Figure 1. Signal wires on met4.
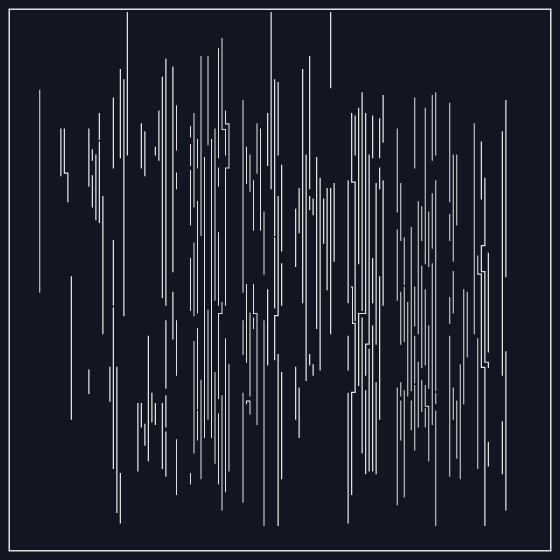
Figure 2. Track usage over the die.
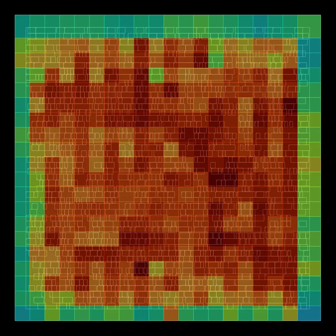
Figure 3. M3 wires.
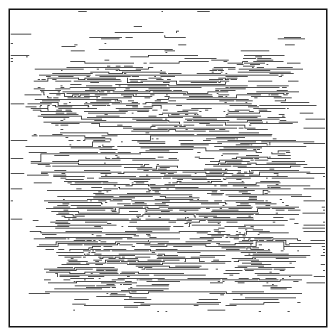
==> config.mk <==
export PLATFORM = sky130hd
export DESIGN_NAME = alu
export DESIGN_NICKNAME = d
export VERILOG_FILES = /design/src/rtl/alu.sv
export SDC_FILE = /design/constraint.sdc
export NUM_CORES = 1
export LEC_CHECK = 0
export CAP_MARGIN = 10
export CORE_MARGIN = 5
export CORE_UTILIZATION = 64
export DETAILED_ROUTE_END_ITERATION = 10
export GPL_TIMING_DRIVEN = 1
export PLACE_DENSITY = 0.95
export SYNTH_ARGS = -nofsm -noshare
export SYNTH_HDL_FRONTEND = slang
export SYNTH_SLANG_ARGS = --single-unit
==> constraint.sdc <==
create_clock -name clk -period 7 [get_ports clk]
set_input_delay 0.7 -clock clk [delete_from_list [all_inputs] [get_ports clk]]
set_output_delay 0.7 -clock clk [all_outputs]
set_load 0.005 [all_outputs]
==> out/qor.yml <==
htree_levels: 2
worstMarginPinSlew_ns: 1.243
synth.cells.most_frequent: "nor2_1 (123), nand2_1 (118), a21oi_1 (107)"
reg2reg_depth: 1
synth.area.mux_share_pct: 19.42
cts.sinks: 33
period_used_pct: 86.39
final_hold_viol_count: 0
critPathMostFrequentCell: "clkdlybuf4s50_1"
first_global_vias: 12891
dp_cells: 1766
ys_sh_xor_pct: 0.8669
clock_path_buffers: 2
fp.dieW_um: 141.8
clk_latency_ns: 0.28
ys_cells: 1481
worstPathRequired_ns: 6.30
ys_chip_area_mm2: 0.01111
postSynthAreaPerCell_um2: 7.504
ys_ff: 33
drt_iter0_markers: 3282
worst_slack_ns: 0.9524
cp_top_family: "AND-OR/OR-AND gates"
grt_max_degree: 61
dominantRegCellSynth: "dfrtp_1"
syn_inst: 1481
combGateArea_mm2: 0.009407
relSlewSlack_pct: 16.90
numPortBuffers: 135
intPower_w: 0.0008118
syn2layout_area_growth_pct: 14.49
p_clk_share_pct: 15.2
crit_slowest_cell: "o21ai_0"
ir_drop_mv: 0.1494
synthAoiAreaFrac_pct: 30.13
crit_path_cell_trace: "clkdlybuf4s50_1 -> inv_1 -> ha_1 -> nand4_1 -> a211oi_1 -> nor2_1 -> o221ai_1 -> mux2i_1 -> o21ai_0 -> clkdlybuf4s50_1"
cp-end-kind: "output pin"
antennaDiodeCount: 0
powerSeq_w: 0.000244
floorplan.nets: 1655
grt.overflow.total: 0
p_seq_share_pct: 15.7
buffers_excl_clock: 179
met2_usage_pct: 71.52
dr_wl_met3_mm: 9.211
antenna_found_initial: 0
status: "finished clean"
Notes on Figure 1 above:
share of all routed wire: 9.3%
longest straight run: 78.2 um
main direction: vertical
nets with wire on the layer: 168
overall routed net length: 52.10 mm
vias post-DR: 14,219

Notes on Figure 2 above:
Total GRT Usage: 49.16%
met1 Usage GRT: 63.19%

Notes on Figure 3 above:
share of all routed wire: 18%
longest straight run: 81.9 um
main direction: horizontal
met3 usage: 17.19%

